===== config.mk =====
export PLATFORM = sky130hd
export DESIGN_NAME = spi_display_cfg
export DESIGN_NICKNAME = d
export VERILOG_FILES = /design/src/rtl/spi_display_cfg_pkg.sv /design/src/rtl/spi_shifter.sv /design/src/rtl/spi_display_cfg.sv
export SDC_FILE = /design/constraint.sdc
export NUM_CORES = 1
export LEC_CHECK = 0
export CORE_MARGIN = 2
export CORE_UTILIZATION = 45
export CTS_CLUSTER_DIAMETER = 50
export CTS_CLUSTER_SIZE = 16
export DETAILED_ROUTE_END_ITERATION = 8
export GPL_TIMING_DRIVEN = 0
export PLACE_DENSITY = 0.82
export SYNTH_ARGS = -nofsm -noshare
export SYNTH_HDL_FRONTEND = slang
export SYNTH_SLANG_ARGS = --single-unit

===== constraint.sdc =====
create_clock -name clock -period 1.8 [get_ports clock]
set_input_delay 0.36 -clock clock [delete_from_list [all_inputs] [get_ports clock]]
set_output_delay 0.36 -clock clock [all_outputs]
set_load 0.02 [all_outputs]

===== src/rtl/spi_display_cfg_pkg.sv =====
// Shared state encodings and SPI mode constants for the bit-banged SPI blocks.
package spi_display_cfg_pkg;

  typedef enum logic [1:0] {
    ST_IDLE  = 2'd0,
    ST_SHIFT = 2'd1,
    ST_HOLD  = 2'd2,
    ST_GAP   = 2'd3
  } spi_state_e;

  // Clock phase: data captured on the trailing edge of each clock period.
  localparam bit SPI_CPHA_TRAIL = 1'b1;
  // Bit order: least significant bit leaves the wire first.
  localparam bit SPI_LSB_FIRST  = 1'b1;

endpackage


===== src/rtl/spi_shifter.sv =====
// W-bit data path: parallel load, serial shift-out toward the wire, serial
// shift-in from the wire, both in the same bit order.
module spi_shifter
  import spi_display_cfg_pkg::*;
#(
  parameter int W         = 8,
  parameter bit LSB_FIRST = 1'b0,
  parameter bit CPHA      = 1'b0
) (
  input  logic         clock_i,
  input  logic         reset_i,
  input  logic         load_i,
  input  logic [W-1:0] data_i,
  input  logic         shift_i,
  input  logic         sample_i,
  input  logic         miso_i,
  output logic         first_bit_o,
  output logic         next_bit_o,
  output logic [W-1:0] rx_next_o
);

  localparam bit LSBF = (LSB_FIRST == SPI_LSB_FIRST);

  logic [W-1:0] tx_q, tx_d;
  logic [W-1:0] rx_q, rx_d;

  // Move the next bit to be transmitted into the head position.
  function automatic logic [W-1:0] advance(input logic [W-1:0] v);
    advance = LSBF ? (v >> 1) : (v << 1);
  endfunction

  // Head-bit selection, receive assembly and next-state of both registers.
  // With leading-edge sampling the first bit is driven at load time, so the
  // register is pre-advanced; with trailing-edge sampling the first shift
  // event itself drives bit 0.
  always_comb begin
    first_bit_o = LSBF ? data_i[0] : data_i[W-1];
    next_bit_o  = LSBF ? tx_q[0] : tx_q[W-1];
    rx_next_o   = rx_q;
    if (sample_i) begin
      rx_next_o = LSBF ? {miso_i, rx_q[W-1:1]} : {rx_q[W-2:0], miso_i};
    end
    tx_d = tx_q;
    rx_d = rx_next_o;
    if (load_i) begin
      tx_d = (CPHA == SPI_CPHA_TRAIL) ? data_i : advance(data_i);
      rx_d = '0;
    end else if (shift_i) begin
      tx_d = advance(tx_q);
    end
  end

  // Register update with synchronous clear.
  always_ff @(posedge clock_i) begin
    if (reset_i) begin
      tx_q <= '0;
      rx_q <= '0;
    end else begin
      tx_q <= tx_d;
      rx_q <= rx_d;
    end
  end

endmodule


===== src/rtl/spi_display_cfg.sv =====
// Bit-banged SPI master for display configuration words: pops words from a
// source, shifts them out with a data/command flag, captures the reply.
// Handshake: get is high exactly on an edge where the source word is taken;
// the source must hold data/dc valid whenever empty=0.
module spi_display_cfg
  import spi_display_cfg_pkg::*;
#(
  parameter int W         = 8,
  parameter bit CPOL      = 1'b0,
  parameter bit CPHA      = 1'b0,
  parameter bit LSB_FIRST = 1'b0,
  parameter int GAP       = 0
) (
  input  logic         clock,
  input  logic         reset,
  input  logic         step,
  input  logic         dc,
  input  logic [W-1:0] data,
  output logic         get,
  input  logic         empty,
  output logic         spi_cs_n,
  output logic         spi_clock,
  output logic         spi_dc,
  output logic         spi_mosi,
  input  logic         spi_miso,
  output logic [W-1:0] rx_data,
  output logic         rx_valid,
  output logic [1:0]   dbg_state
);

  localparam int CW = $clog2(2 * W + 1);
  localparam logic [CW-1:0] LAST_TOGGLE = CW'(2 * W - 1);
  localparam int GW = (GAP > 1) ? $clog2(GAP) : 1;
  localparam logic [GW-1:0] GAP_LAST = GW'((GAP > 0) ? GAP - 1 : 0);

  spi_state_e   state_q, state_d;
  logic [CW-1:0] cnt_q, cnt_d;
  logic [GW-1:0] gap_q, gap_d;
  logic         cs_n_q, cs_n_d;
  logic         sclk_q, sclk_d;
  logic         dc_q, dc_d;
  logic         mosi_q, mosi_d;
  logic [W-1:0] rx_data_q, rx_data_d;
  logic         rx_valid_q, rx_valid_d;

  logic         odd_toggle, last_toggle;
  logic         shift_en, sample_en;
  logic         first_bit, next_bit;
  logic [W-1:0] rx_next;

  spi_shifter #(
    .W        (W),
    .LSB_FIRST(LSB_FIRST),
    .CPHA     (CPHA)
  ) u_shifter (
    .clock_i    (clock),
    .reset_i    (reset),
    .load_i     (get),
    .data_i     (data),
    .shift_i    (shift_en),
    .sample_i   (sample_en),
    .miso_i     (spi_miso),
    .first_bit_o(first_bit),
    .next_bit_o (next_bit),
    .rx_next_o  (rx_next)
  );

  // Pop strobe: only on a step, with a word present, from IDLE or HOLD.
  assign get = step & ~empty & ~reset & ((state_q == ST_IDLE) | (state_q == ST_HOLD));

  // cnt_q holds completed toggles, so the toggle about to happen is odd when
  // the count is even.
  assign odd_toggle  = ~cnt_q[0];
  assign last_toggle = (cnt_q == LAST_TOGGLE);

  // Next-state and output logic; word load on get overrides the case below.
  always_comb begin
    state_d    = state_q;
    cnt_d      = cnt_q;
    gap_d      = gap_q;
    cs_n_d     = cs_n_q;
    sclk_d     = sclk_q;
    dc_d       = dc_q;
    mosi_d     = mosi_q;
    rx_data_d  = rx_data_q;
    rx_valid_d = 1'b0;
    shift_en   = 1'b0;
    sample_en  = 1'b0;
    case (state_q)
      ST_SHIFT: begin
        if (step) begin
          sclk_d    = ~sclk_q;
          cnt_d     = cnt_q + 1'b1;
          sample_en = (CPHA == SPI_CPHA_TRAIL) ? ~odd_toggle : odd_toggle;
          shift_en  = (CPHA == SPI_CPHA_TRAIL) ? odd_toggle : (~odd_toggle & ~last_toggle);
          if (shift_en) begin
            mosi_d = next_bit;
          end
          if (last_toggle) begin
            state_d    = ST_HOLD;
            sclk_d     = CPOL;
            rx_data_d  = rx_next;
            rx_valid_d = 1'b1;
          end
        end
      end
      ST_HOLD: begin
        if (step && empty) begin
          cs_n_d = 1'b1;
          gap_d  = '0;
          state_d = (GAP > 0) ? ST_GAP : ST_IDLE;
        end
      end
      ST_GAP: begin
        if (step) begin
          if (gap_q == GAP_LAST) begin
            state_d = ST_IDLE;
          end else begin
            gap_d = gap_q + 1'b1;
          end
        end
      end
      default: ;
    endcase
    if (get) begin
      state_d = ST_SHIFT;
      cnt_d   = '0;
      cs_n_d  = 1'b0;
      sclk_d  = CPOL;
      dc_d    = dc;
      mosi_d  = first_bit;
    end
  end

  // State and output registers; reset aborts any transfer in progress.
  always_ff @(posedge clock) begin
    if (reset) begin
      state_q    <= ST_IDLE;
      cnt_q      <= '0;
      gap_q      <= '0;
      cs_n_q     <= 1'b1;
      sclk_q     <= CPOL;
      dc_q       <= 1'b0;
      mosi_q     <= 1'b0;
      rx_data_q  <= '0;
      rx_valid_q <= 1'b0;
    end else begin
      state_q    <= state_d;
      cnt_q      <= cnt_d;
      gap_q      <= gap_d;
      cs_n_q     <= cs_n_d;
      sclk_q     <= sclk_d;
      dc_q       <= dc_d;
      mosi_q     <= mosi_d;
      rx_data_q  <= rx_data_d;
      rx_valid_q <= rx_valid_d;
    end
  end

  assign spi_cs_n  = cs_n_q;
  assign spi_clock = sclk_q;
  assign spi_dc    = dc_q;
  assign spi_mosi  = mosi_q;
  assign rx_data   = rx_data_q;
  assign rx_valid  = rx_valid_q;
  assign dbg_state = state_q;

endmodule


Fig. 1: run 1, floorplan with the power grid
Bar = 20 um. Pins as bars on the die edge.
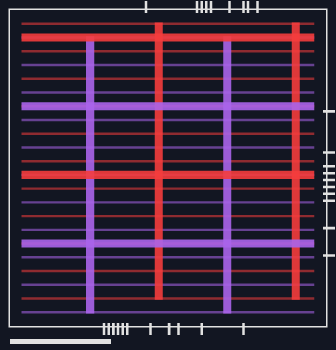
Key: VDD = red; VSS = purple
4 straps on met5. 4 straps on met4. The core has 21 rows. 30 signal pins sit on the boundary. 22 met1 rails follow the rows.

Fig. 2: run 1, cell classes on the final placement
Fill, decap, tap and diode cells in grey.
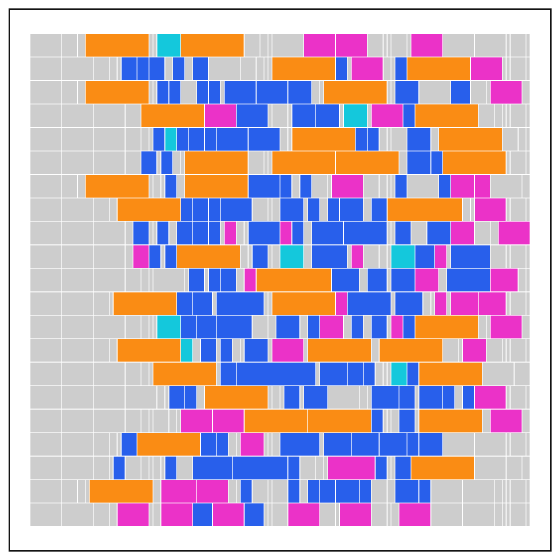
Key: other buffers and delay cells = magenta [cells 45, share of their area 19%]; clock drivers and dummy loads = cyan [cells 8, share of their area 2.6%]; all other logic = blue [cells 131, share of their area 42%]; flops = orange [cells 35, share of their area 36%]

Fig. 3: run 1, clock network drawn from the DEF
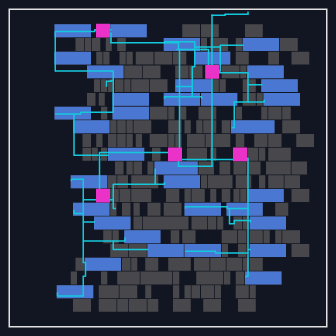
Key: clock wires = cyan [length 416 um]; cells driving clock nets = magenta [count 5]; flip-flops = blue [count 35]
There are 6 routed clock nets.
proportion of power drawn by the clock network: 0.294
Setup Skew: 0.00705 ns

Fig. 4: run 1, signal wires by layer
Bar = 20 um. Only two layers are drawn.
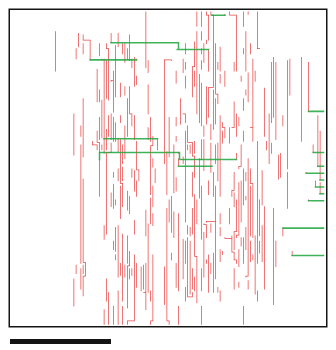
Key: met2 = red [wire length 1630 um]; met3 = green [wire length 109 um]

==> Slide: Implementation Results, run 1 <==
Flow Results at a Glance

Final timing
  – Fmax achieved: around 570 MHz
  – Final Hold Fails: 0
  – Final setup fails: 0
  – Post-route setup slack: 0.0450 ns
  – Final tally of max-slew violations: 0
  – Final min period: around 1.8 ns
  – Worst-margin pin slew: 0.578 ns
  – Max_slew headroom: 0.615
  – RSZ-0062 raised after global routing: true
  – Setup_tns: 0 ns
  – Cycle use final: 0.975

Setup path
  – Worst reg-to-reg setup slack: 0.06 ns
  – Reg2reg path depth: 7
  – Worst path max stage delay: 0.52 ns
  – Crit-path cells: or4b_4, inv_4, buf_6
  – Critical-path top delay cell: or4b_4
  – Worst path required time: 1.44 ns
  – Crit Reg-Reg Endpoint: spi_mosi$_SDFFE_PP0P_
  – Critical path capture point type: output pin
  – Arr. time, crit path: between 1 and 1.5 ns
  – CP startpoint kind: flip-flop
  – WS Path Type: flip-flop to output pin
  – Critical Path Fanout Max: 3
  – Worst r2r src: cnt_q[0]$_SDFFE_PP0P_

Detailed routing
  – Vias per inst: between 5 and 6
  – Routed WL: 3430 um
  – Iter 0 DRT Violations: slightly below 90
  – Drt first pass iters: 4
  – Routed WL per cell: 12.9 um
  – DRC errors left: 0
  – Number of nets with antenna violations after routing: 0
  – Total vias in the final route: 1362

Place
  – Post-Place Cells: around 260
  – Detail Placement HPWL: 2290 um
  – Dpl ws: -0.992 ns
  – I/O Buffers: 29
  – RD Place Congestion: slightly below 0.8

Global route
  – Pin count of the biggest net entering global routing: 17
  – Overall Global Routing Usage: 0.195
  – Initial antenna violation count: 0
  – Number of global-route vias before repair: approximately 1300
  – First-pass GRT wire length: between 6000 and 7000 um
  – GRT overflow: 0

Power
  – P per Cell Area: 679 mW/mm2
  – VDD IR-drop max: 0.298 mV
  – Leakage: 0.680 nW

Die
  – Die span in y: 62.6 um
  – Area of the core: between 0.003 and 0.004 mm2
  – Die X: 62.6 um
  – I/O pin count: 30
  – Die area: roughly 0.0039 mm2
  – FP Rows: 21
  – Core Util at FP: 0.466

Synth
  – XORs/XNORs by Area: 0
  – Synth warn: 0
  – Top FF cell, synth: dfxtp_1
  – Compound Share, Synth: 0.228
  – Mapped Area: 0.00154 mm2
  – Register share after synthesis: 0.454
  – Top cells by area: dfxtp_1, a211oi_1, nand2_1
  – Number of synthesized register bits: 35
  – Library cells used by synthesis: 32
  – Post-synth net total: 196
  – Area leader share: 0.454
  – Number of enable flip-flop cells: 0
  – Area share of fa/ha/maj cells after synthesis: 0.0162
  – Mux frac, synth: 0.0519
  – Asr flop ratio synth: 0
  – Simple Share, Synth: 0.173
  – Top logic family: AND-OR/OR-AND gates
  – Post-synth top area cell: dfxtp_1
  – Yosys cell count: 180
  – Syn Area/Cell: 8.58 um2
  – Post-Synthesis Cells: 180
  – Yosys Chip Area: approximately 0.0015 mm2

Cells and area
  – Post-layout util: 0.607
  – FILL cells: 303
  – Final cell count without fillers: ~270
  – Most used logic cell in the final layout: dfxtp_1
  – Final net count: around 230
  – Register area: slightly above 700 um2
  – Area grow syn2layout: 30.2%
  – Top Layout Cells: dfxtp_1, clkdlybuf4s50_1, nand2_1, nor2_1, a21oi_1
  – Combinational gate area: 769 um2
  – ANT cells: 0
  – Layout cells sized above 1: 0.137

Outcome
  – Status: complete, no violations

CTS
  – Clock latency on the worst-skew pair: 0.34 ns
  – Num CTS Buffers: 5
  – Clock sink total: 35
  – H-tree depth: 2
  – Clock Tree Root: clkbuf_4
  – CTS clock-pin slew for the worst setup and hold paths: 0.10 ns
  – CTS tree: built
  – Clock buffer depth: 2

Run
  – Max-capacitance violation count: 0
  – Tool warnings: 29

Hold path
  – Min-Delay Path Depth: 3
  – Hold worst-path end: dbg_state[1]$_SDFFE_PP0P_
  – Hold_sp: step
  – Hold Path Class: input port to flip-flop
[run 1: stage by stage]
step / hold WS (ns) / cell area [um2] / power, W
final: 0.421 / 2010 / 0.00137
after global routing: 0.438 / 2010 / 0.00143
after CTS: 0.469 / 2000 / 0.00137
after detailed placement: 0.458 / 1890 / 0.000969
after global placement: 0.451 / 1890 / 0.000966
after floorplan: 0.436 / 1550 / 0.000904
[run 1: cell usage after synthesis, types with 2 or more instances]
library cell  count
inv_1            12
a21oi_1          16
a211oi_1         15
buf_2             2
nand2b_1          2
or3_1             3
o21ai_0          11
mux2i_1           8
o31a_1            6
ha_1              2
nor2_1           18
nand2_1          23
clkbuf_1          9
dfxtp_1          35
[run 1: worst max-delay path: cells and delay by family, from the launching register on]
family	cells	cell delay, ns
buf+inv	2	0.19
flops	1	0.36
simple gates	1	0.52
[run 1: where the power goes]
part | internal [W] | total [W] | leakage [nW] | switching, W
sequential | 0.000789 | 0.000798 | 0.285 | 0.00000888
clock | 0.000152 | 0.000402 | 0.0293 | 0.000250
combinational | 0.0000798 | 0.000165 | 0.366 | 0.0000851
total | 0.00102 | 0.00137 | 0.680 | 0.000344
[run 1: what timing repair did]
| item | CTS | global route |
|---|---|---|
| pin swaps | 1 | 2 |
| cloned | 0 | 0 |
| setup endpoints to repair | 29 | 17 |
| hold buffers | 0 | 0 |
| setup buffers | 6 | 0 |
| resized | 25 | 7 |
[run 1: worst max-delay path by stage]
stage | from | to | slack (ns) | cells after the start
after CTS | dbg_state[0]$_SDFFE_PP0P_ | get | -0.03 | 3
after detailed placement | step | get | -0.99 | 6
final | dbg_state[0]$_SDFFE_PP0P_ | get | 0.05 | 3
after floorplan | cnt_q[0]$_SDFFE_PP0P_ | spi_mosi$_SDFFE_PP0P_ | -0.01 | 7
after global routing | dbg_state[0]$_SDFFE_PP0P_ | get | -0.009 | 3
after global placement | step | get | -1.0 | 6
[run 1: layout make-up]
cell class | count | area share
clock inverter | 1 | 0.00249
clock buffer | 7 | 0.0224
multi-input combinational | 119 | 0.383
buffer | 10 | 0.0249
timing repair buffer | 35 | 0.163
tap | 46 | 0.0286
inverter | 12 | 0.0236
sequential | 35 | 0.352
[run 1: routing by layer]
| metal | vias to the layer above | GRT usage | wire length (um) |
|---|---|---|---|
| met5 | - | 0 | 0 |
| met2 | 22 | 0.323 | 1630 |
| met1 | 630 | 0.244 | 1640 |
| met3 | 4 | 0.0505 | 109 |
| met4 | 0 | 0.0778 | 50 |
| li1 | 706 | - | - |
[run 1: logic make-up (layout without fill, tap and decap cells)]
family | Yosys count | in the layout
buffers and inverters | 26 | 65
multiplexers | 8 | 8
AND/OR/NAND/NOR | 56 | 56
AND-OR/OR-AND | 53 | 53
flip-flops | 35 | 35
adder cells (fa/ha/maj) | 2 | 2
[run 1: state kept, by name, summed over array words and instances, names as in the netlist, 2 cells and up]
register        count
rx_data             8
u_shifter.tx_q      7
dbg_state           2
u_shifter.rx_q      8
cnt_q               5
==> run 2, diff against run 1 <==
--- a/config.mk
+++ b/config.mk
@@ -5,7 +5,7 @@
 export SDC_FILE = /design/constraint.sdc
 export NUM_CORES = 1
 export LEC_CHECK = 0
-export CORE_MARGIN = 2
+export CORE_MARGIN = 1
 export CORE_UTILIZATION = 45
 export CTS_CLUSTER_DIAMETER = 50
 export CTS_CLUSTER_SIZE = 16
==> run 2 against run 1 <==
Net effect:
- worst hold slack got worse by 0.0022 ns
- total power rose by 5.1%
- first-iteration DRC count fell by 23%
- sequential power barely moved
- cell count did not move
- maximum frequency rose by 0.26%
- clock-buffer cell count rose by 1
- sequential share of layout area fell by 0.60 points
- flip-flop count did not move
- die size fell by 6.3%
- core utilization rose by 4.1 points
==> Slide: Implementation Results, run 2 <==
Flow Results at a Glance

Synth
  – Most common cell in the netlist: dfxtp_1 (unchanged)
  – Post-synth top area cell: dfxtp_1 (unchanged)
  – Mapped Area: 0.00154 mm2 (unchanged)
  – Compound Share, Synth: 0.228 (unchanged)
  – Yosys cell count: 180 (unchanged)
  – Synth top cells by count: dfxtp_1, nand2_1, nor2_1, a21oi_1, a211oi_1 (unchanged)
  – Simple Share, Synth: 0.173 (unchanged)
  – Area share of fa/ha/maj cells after synthesis: 0.0162 (unchanged)
  – Mux frac, synth: 0.0519 (unchanged)
  – Asr flop ratio synth: 0 (unchanged)
  – Number of synthesized register bits: 35 (unchanged)
  – Yosys Chip Area: 0.00154 mm2 (unchanged)
  – Top FF cell, synth: dfxtp_1 (unchanged)
  – Synth warn: 0 (unchanged)
  – Area leader share: 0.454 (unchanged)
  – Number of enable flip-flop cells: 0 (unchanged)
  – Top cells by area: dfxtp_1, a211oi_1, nand2_1 (unchanged)
  – Register share after synthesis: 0.454 (unchanged)
  – Syn Area/Cell: 8.58 um2 (unchanged)
  – XORs/XNORs by Area: 0 (unchanged)
  – Post-synth net total: 196 (unchanged)
  – Top logic family: AND-OR/OR-AND gates (unchanged)
  – Post-Synthesis Cells: 180 (unchanged)
  – Library cells used by synthesis: 32 (unchanged)

Final timing
  – Final setup fails: 0 (unchanged)
  – Cycle use final: 0.972 (was 0.975)
  – Worst-margin pin slew: 0.609 ns (was 0.578 ns)
  – Post-route setup slack: 0.0496 ns (was 0.0450 ns)
  – Setup_tns: 0 ns (unchanged)
  – Final min period: 1.75 ns (about the same)
  – Fmax achieved: 571 MHz (was 570 MHz)
  – RSZ-0062 raised after global routing: true (unchanged)
  – Final tally of max-slew violations: 0 (unchanged)
  – Max_slew headroom: 0.594 (was 0.615)
  – Final Hold Fails: 0 (unchanged)

Setup path
  – CP startpoint kind: flip-flop (unchanged)
  – Worst r2r src: cnt_q[0]$_SDFFE_PP0P_ (unchanged)
  – Critical Path Fanout Max: 2 (was 3)
  – Worst reg-to-reg setup slack: 0.09 ns (was 0.06 ns)
  – Arr. time, crit path: 1.39 ns (about the same)
  – Reg2reg path depth: 7 (unchanged)
  – Critical path capture point type: output pin (unchanged)
  – WS Path Type: flip-flop to output pin (unchanged)
  – Worst path required time: 1.44 ns (about the same)

Die
  – I/O pin count: 30 (unchanged)
  – Die area: 0.00367 mm2 (was 0.00392 mm2)
  – Area of the core: 0.00315 mm2 (was 0.00331 mm2)
  – Core Util at FP: 0.490 (was 0.466)
  – FP Rows: 20 (was 21)
  – Die span in y: 60.6 um (was 62.6 um)

Place
  – Dpl ws: -0.986 ns (was -0.992 ns)
  – RD Place Congestion: 0.767 (was 0.771)
  – I/O Buffers: 29 (unchanged)
  – Detail Placement HPWL: 2230 um (was 2290 um)
  – Placed Area: 0.00189 mm2 (about the same)

Power
  – VDD IR-drop max: 0.445 mV (was 0.298 mV)
  – Proportion of power drawn by the clock network: 0.331 (was 0.294)
  – Logic pwr share: 0.113 (was 0.121)
  – P per Cell Area: 701 mW/mm2 (was 679 mW/mm2)
  – Leakage: 0.719 nW (was 0.680 nW)
  – Net Sw Frac: 0.236 (was 0.252)
  – Power share of the sequential group: 0.556 (was 0.585)
  – Pint: 0.00110 W (was 0.00102 W)

Detailed routing
  – Routed WL: 3340 um (was 3430 um)
  – Number of nets with antenna violations after routing: 0 (unchanged)
  – Routed WL per cell: 12.6 um (was 12.9 um)
  – Vias per inst: 5.17 (was 5.14)
  – Total vias in the final route: 1370 (was 1362)
  – Drt first pass iters: 4 (unchanged)
  – Iter 0 DRT Violations: 67 (was 87)
  – DRC errors left: 0 (unchanged)

Hold path
  – Hold_sp: step (unchanged)
  – Hold worst-path end: dbg_state[1]$_SDFFE_PP0P_ (unchanged)
  – Hold Path Class: input port to flip-flop (unchanged)
  – Min-Delay Path Depth: 3 (unchanged)

CTS
  – Clock Tree Root: clkbuf_4 (unchanged)
  – CTS clock-pin slew for the worst setup and hold paths: 0.10 ns (about the same)
  – Clock sink total: 35 (unchanged)
  – Clock latency on the worst-skew pair: 0.34 ns (about the same)
  – CTS tree: built (unchanged)
  – Clock buffer depth: 2 (unchanged)
  – Num CTS Buffers: 5 (unchanged)

Cells and area
  – Area grow syn2layout: 32.5% (was 30.2%)
  – Layout cells sized above 1: 0.149 (was 0.137)
  – ANT cells: 0 (unchanged)
  – Post-Layout Inst Area: 0.00205 mm2 (was 0.00201 mm2)
  – FILL cells: 267 (was 303)
  – Register area: 708 um2 (unchanged)
  – Top Layout Cells: dfxtp_1, nand2_1, clkdlybuf4s50_1, nor2_1, a21oi_1 (was dfxtp_1, clkdlybuf4s50_1, nand2_1, nor2_1, a21oi_1)
  – Most used logic cell in the final layout: dfxtp_1 (unchanged)

Global route
  – Pin count of the biggest net entering global routing: 11 (was 17)
  – First-pass GRT wire length: 5670 um (was 6060 um)
  – Overall Global Routing Usage: 0.214 (was 0.195)
  – Number of global-route vias before repair: 1300 (was 1308)
  – GRT overflow: 0 (unchanged)

Run
  – Tool warnings: 29 (unchanged)

Outcome
  – Status: complete, no violations (unchanged)
==> run 2: cell families after synthesis <==
| group | Yosys count |
|---|---|
| DFF | 35 |
| buffers and inverters | 26 |
| muxes | 8 |
| AOI/OAI and AO/OA | 53 |
| and+or+nand+nor | 56 |
| adders and majority gates | 2 |
==> run 2: how the worst max path moves through the flow <==
stage | to | slack [ns] | startpoint
final | get | 0.05 | dbg_state[0]$_SDFFE_PP0P_
after detailed placement | get | -0.99 | step
after global routing | cnt_q[3]$_SDFFE_PP0P_ | -0.03 | cnt_q[0]$_SDFFE_PP0P_
after CTS | get | -0.08 | dbg_state[0]$_SDFFE_PP0P_
after global placement | get | -0.99 | step
after floorplan | spi_mosi$_SDFFE_PP0P_ | -0.01 | cnt_q[0]$_SDFFE_PP0P_
==> run 2: timing repair <==
action | in CTS | in global routing
hold buffers | 0 | 0
setup buffers | 7 | 0
hold endpoints to repair | 0 | 0
resized | 28 | 7
pin swaps | 2 | 2
endpoints found under the setup margin | 29 | 22
==> run 2: cell type report <==
class | instances | area share
Multi-Input combinational cell | 119 | 0.375
Sequential cell | 35 | 0.346
Tap cell | 44 | 0.0269
Timing Repair Buffer | 36 | 0.165
Clock buffer | 8 | 0.0336
Buffer | 11 | 0.0300
Inverter | 12 | 0.0232
==> run 2: critical path, stage by stage, from the launching register on <==
cell and delay, ns:
dfxtp_4 0.36, or4b_4 0.52, inv_4 0.08, buf_6 0.11
==> run 2: power groups by stage <==
| stage | Sequential (W) | Combinational [W] | Clock, W |
|---|---|---|---|
| floorplan | 0.000825 | 0.0000784 | 0 |
| global placement | 0.000819 | 0.000147 | 0 |
| global route | 0.000801 | 0.000178 | 0.000528 |
| CTS | 0.000797 | 0.000163 | 0.000486 |
| finish | 0.000798 | 0.000162 | 0.000475 |
| detailed placement | 0.000819 | 0.000149 | 0 |
==> run 2: routing by layer <==
| layer | vias to the layer above | share of wire | track usage |
|---|---|---|---|
| met2 | 30 | 0.46 | 0.341 |
| li1 | 709 | - | - |
| met3 | 5 | 0.050 | 0.0704 |
| met4 | 0 | 0.016 | 0.0942 |
| met1 | 626 | 0.47 | 0.264 |
| met5 | - | 0 | 0 |
==> run 2: metrics by stage <==
stage | power [W] | hold WS (ns) | cells
CTS | 0.00145 | 0.462 | 266
detailed placement | 0.000968 | 0.449 | 253
finish | 0.00143 | 0.419 | 265
global placement | 0.000966 | 0.446 | 253
global route | 0.00151 | 0.431 | 265
floorplan | 0.000904 | 0.436 | 180
Fig. 5: run 2, floorplan with the power grid
Bar = 20 um. Pins as bars on the die edge.
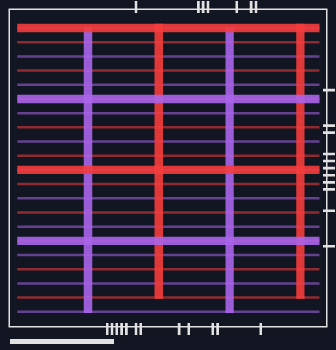
Key: VSS = purple; VDD = red
21 met1 rails follow the rows. 4 straps on met5. 30 signal pins sit on the boundary. 4 straps on met4. The core has 20 rows.

Fig. 6: run 2, the clock network
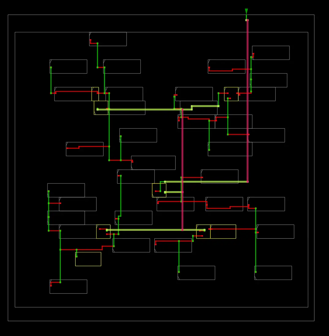
Setup Skew: 0.00938 ns
clock buffers: 8
Clk. pwr: 0.000475 W

Fig. 7: run 2, cell classes on the final placement
Fill, decap, tap and diode cells in grey.
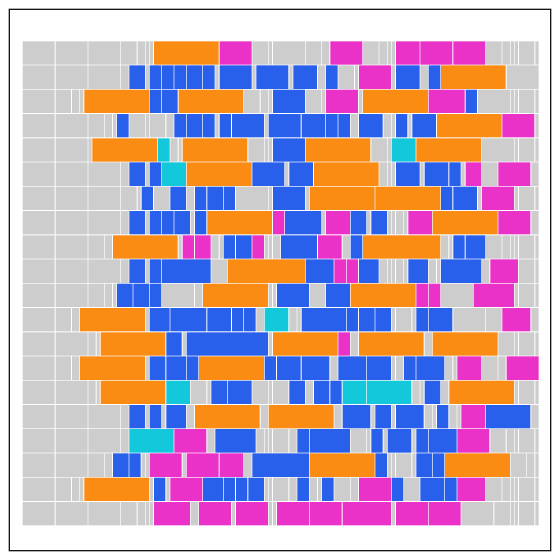

==> run 3, diff against run 2 <==
--- a/config.mk
+++ b/config.mk
@@ -6,12 +6,12 @@
 export NUM_CORES = 1
 export LEC_CHECK = 0
 export CORE_MARGIN = 1
-export CORE_UTILIZATION = 45
+export CORE_UTILIZATION = 50
 export CTS_CLUSTER_DIAMETER = 50
 export CTS_CLUSTER_SIZE = 16
 export DETAILED_ROUTE_END_ITERATION = 8
 export GPL_TIMING_DRIVEN = 0
-export PLACE_DENSITY = 0.82
+export PLACE_DENSITY = 0.85
 export SYNTH_ARGS = -nofsm -noshare
 export SYNTH_HDL_FRONTEND = slang
 export SYNTH_SLANG_ARGS = --single-unit
==> constraint.sdc (replaced) <==
create_clock -name clock -period 1.62 [get_ports clock]
set_input_delay 0.324 -clock clock [delete_from_list [all_inputs] [get_ports clock]]
set_output_delay 0.324 -clock clock [all_outputs]
set_load 0.02 [all_outputs]
Fig. 8: run 3, cell classes on the final placement
Fill, decap, tap and diode cells in grey.
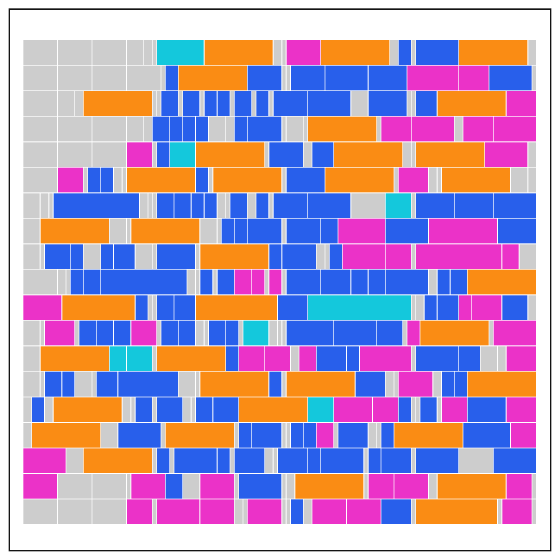
Key: flops = orange [cells 35, share of their area 31%]; other buffers and delay cells = magenta [cells 54, share of their area 23%]; clock drivers and dummy loads = cyan [cells 8, share of their area 3.8%]; all other logic = blue [cells 131, share of their area 42%]

Fig. 9: run 3, clock network drawn from the DEF
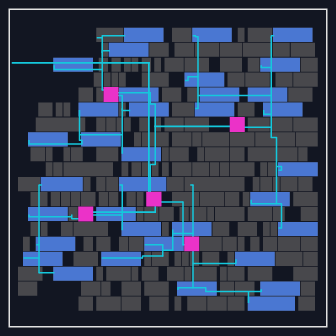
Key: flip-flops = blue [count 35]; clock wires = cyan [length 397 um]; cells driving clock nets = magenta [count 5]
Position of the flops: all over the die. There are 6 routed clock nets.

==> run 3 against run 2 <==
Net effect:
- the run now ends with DRC, setup timing left
- clock-buffer cell count is 2 lower
- cell count fell by 2.3%
- largest power group unchanged
- via count is 9.7% higher
- synthesized cell count unchanged
- first-iteration DRC count grew 37%
- global-route usage grew 3.2 points
- clock power rose by 39%
- register-to-register slack got worse by 0.16 ns
- largest cell class unchanged
- die size fell by 9.7%
- critical path depth did not move
- sequential power grew 11%
- combinational power up 27%
==> Slide: Implementation Results, run 3 <==
Flow Results at a Glance

Synth
  – Number of synthesized register bits: 35 (unchanged)
  – Mapped Area: 0.00154 mm2 (unchanged)
  – Synth top cells by count: dfxtp_1, nand2_1, nor2_1, a21oi_1, a211oi_1 (unchanged)
  – Post-Synthesis Cells: 180 (unchanged)
  – Post-synth net total: 196 (unchanged)
  – Area leader share: 0.454 (unchanged)
  – Yosys cell count: 180 (unchanged)
  – Syn Area/Cell: 8.58 um2 (unchanged)
  – Number of enable flip-flop cells: 0 (unchanged)
  – Top logic family: AND-OR/OR-AND gates (unchanged)
  – Register share after synthesis: 0.454 (unchanged)
  – Top FF cell, synth: dfxtp_1 (unchanged)
  – Most common cell in the netlist: dfxtp_1 (unchanged)
  – Compound Share, Synth: 0.228 (unchanged)
  – Top cells by area: dfxtp_1, a211oi_1, nand2_1 (unchanged)
  – Mux frac, synth: 0.0519 (unchanged)
  – XORs/XNORs by Area: 0 (unchanged)
  – Synth warn: 0 (unchanged)
  – Yosys Chip Area: 0.00154 mm2 (unchanged)

Cells and area
  – ANT cells: 0 (unchanged)
  – Post-layout util: 0.811 (was 0.649)
  – Top Layout Cells: dfxtp_1, nand2_1, a21oi_1, a211oi_2, buf_4 (was dfxtp_1, nand2_1, clkdlybuf4s50_1, nor2_1, a21oi_1)
  – FILL cells: 153 (was 267)
  – Final net count: 243 (was 236)
  – Area grow syn2layout: 48.6% (was 32.5%)

CTS
  – Hold buffers post-CTS: 0 (unchanged)
  – Clock buffer depth: 2 (unchanged)
  – Clock sink total: 35 (unchanged)
  – Clock latency on the worst-skew pair: 0.33 ns (was 0.34 ns)
  – Num CTS Buffers: 5 (unchanged)
  – Clock Tree Root: clkbuf_4 (unchanged)
  – H-tree depth: 2 (unchanged)
  – CTS clock-pin slew for the worst setup and hold paths: 0.11 ns (was 0.10 ns)

Setup path
  – Arr. time, crit path: 1.44 ns (was 1.39 ns)
  – CP startpoint kind: flip-flop (unchanged)
  – Worst path required time: 1.30 ns (was 1.44 ns)
  – Critical Path Fanout Max: 3 (was 2)
  – Critical path capture point type: output pin (unchanged)
  – Crit-path cells: or4b_4, clkinvlp_4, buf_6 (was or4b_4, inv_4, buf_6)
  – Worst path max stage delay: 0.53 ns (was 0.52 ns)
  – WS Path Type: flip-flop to output pin (unchanged)

Outcome
  – Status: finished, violations left (was complete, no violations)
  – Failing checks: DRC, setup timing

Detailed routing
  – Routed WL: 4570 um (was 3340 um)
  – Total vias in the final route: 1503 (was 1370)
  – Drt first pass iters: 6 (was 4)
  – Number of nets with antenna violations after routing: 0 (unchanged)
  – Iter 0 DRT Violations: 92 (was 67)
  – Vias per inst: 5.80 (was 5.17)
  – Routed WL per cell: 17.6 um (was 12.6 um)
  – DRC errors left: 4 (was 0)

Place
  – Detail Placement HPWL: 2500 um (was 2230 um)
  – I/O Buffers: 29 (unchanged)
  – RD Place Congestion: 0.757 (was 0.767)

Die
  – Core Util at FP: 0.546 (was 0.490)
  – Area of the core: 0.00283 mm2 (was 0.00315 mm2)
  – I/O pin count: 30 (unchanged)
  – Die area: 0.00331 mm2 (was 0.00367 mm2)
  – FP Rows: 19 (was 20)
  – Die span in y: 57.6 um (was 60.6 um)

Global route
  – Initial antenna violation count: 0 (unchanged)
  – First-pass GRT wire length: 6160 um (was 5670 um)
  – Pin count of the biggest net entering global routing: 12 (was 11)
  – Overall Global Routing Usage: 0.246 (was 0.214)

Final timing
  – Final tally of max-slew violations: 0 (unchanged)
  – RSZ-0062 raised after global routing: true (unchanged)
  – Worst-margin pin slew: 0.695 ns (was 0.609 ns)
  – Final min period: 1.77 ns
  – Cycle use final: 1.09
  – Post-route setup slack: -0.148 ns (was 0.0496 ns)
  – Final setup fails: 8 (was 0)
  – Fmax achieved: between 500 and 600 MHz

Run
  – Tool warnings: 29 (unchanged)
  – Max-capacitance violation count: 0 (unchanged)

Power
  – P per Cell Area: 764 mW/mm2 (was 701 mW/mm2)
  – Final Total Pwr: 0.00175 W (was 0.00143 W)
  – Leakage: 0.952 nW (was 0.719 nW)

Hold path
  – Hold Path Class: input port to flip-flop (unchanged)
run 3: cell families (layout without fill, tap and decap cells):
| logic type | count (synthesis) | in the layout |
|---|---|---|
| mux | 8 | 8 |
| flops | 35 | 35 |
| fa+ha+maj | 2 | 2 |
| simple gates | 56 | 56 |
| buf+inv | 26 | 74 |
| compound gates | 53 | 53 |
run 3: final cells by class:
type,instances,area [um2],share of cell area
multi-input cells,119,900,0.392
inverters,12,48.8,0.0213
repair buffers,43,430,0.188
flip-flops and latches,35,709,0.309
clock inverters,2,35.0,0.0153
plain buffers,11,81.3,0.0354
well taps,31,38.8,0.0169
clock buffers,6,51.3,0.0224
run 3: power by group:
| group | total (W) | switching, W | internal, W |
|---|---|---|---|
| combinational | 0.000206 | 0.000112 | 0.0000941 |
| clock | 0.000658 | 0.000293 | 0.000365 |
| sequential | 0.000889 | 0.0000117 | 0.000877 |
| total | 0.00175 | 0.000417 | 0.00134 |
run 3: path summary, 6_finish.rpt:
| kind | from | end | slack [ns] | cells past startpoint |
|---|---|---|---|---|
| min | step | dbg_state[1]$_SDFFE_PP0P_ | 0.41 | 3 |
| min reg2reg | u_shifter.rx_q[7]$_SDFF_PP0_ | u_shifter.rx_q[7]$_SDFF_PP0_ | 0.48 | 2 |
| max | dbg_state[0]$_SDFFE_PP0P_ | get | -0.15 | 3 |
| max reg2reg | cnt_q[0]$_SDFFE_PP0P_ | spi_mosi$_SDFFE_PP0P_ | -0.07 | 7 |
run 3: stage by stage:
stage | instances | instance area, um2 | hold WS, ns | setup TNS (ns) | worst slack, ns
4_1_cts | 256 | 2110 | 0.444 | -0.510 | -0.360
5_1_grt | 259 | 2290 | 0.443 | -1.10 | -0.186
6_report | 259 | 2290 | 0.414 | -0.413 | -0.148
3_3_place_gp | 240 | 1930 | 0.442 | -11.97 | -1.08
2_1_floorplan | 180 | 1600 | 0.433 | -0.00700 | -0.00700
3_5_place_dp | 240 | 1930 | 0.455 | -12.78 | -1.11
run 3: repair_timing:
action,in CTS,in global routing
pin swaps,3,9
setup endpoints to repair,38,34
gates resized,30,49
setup buffers,7,5
cloned,1,1
endpoints found under the hold margin,0,0
run 3: worst register-to-register path, stage by stage (launching register included):
cell	delay, ns
dfxtp_4	0.37
ha_4	0.15
and3_4	0.18
ha_4	0.17
nand2b_4	0.18
buf_8	0.14
o31a_4	0.27
a211oi_2	0.16
run 3: layer usage:
metal | GRT usage | vias to the layer above | wire length, um
li1 | - | 721 | -
met1 | 0.330 | 706 | 1890
met2 | 0.380 | 64 | 2280
met3 | 0.0635 | 12 | 259
met4 | 0.0941 | 0 | 139
met5 | 0 | - | 0
Power figures rest on the tool's default switching activity, not on a simulated workload.
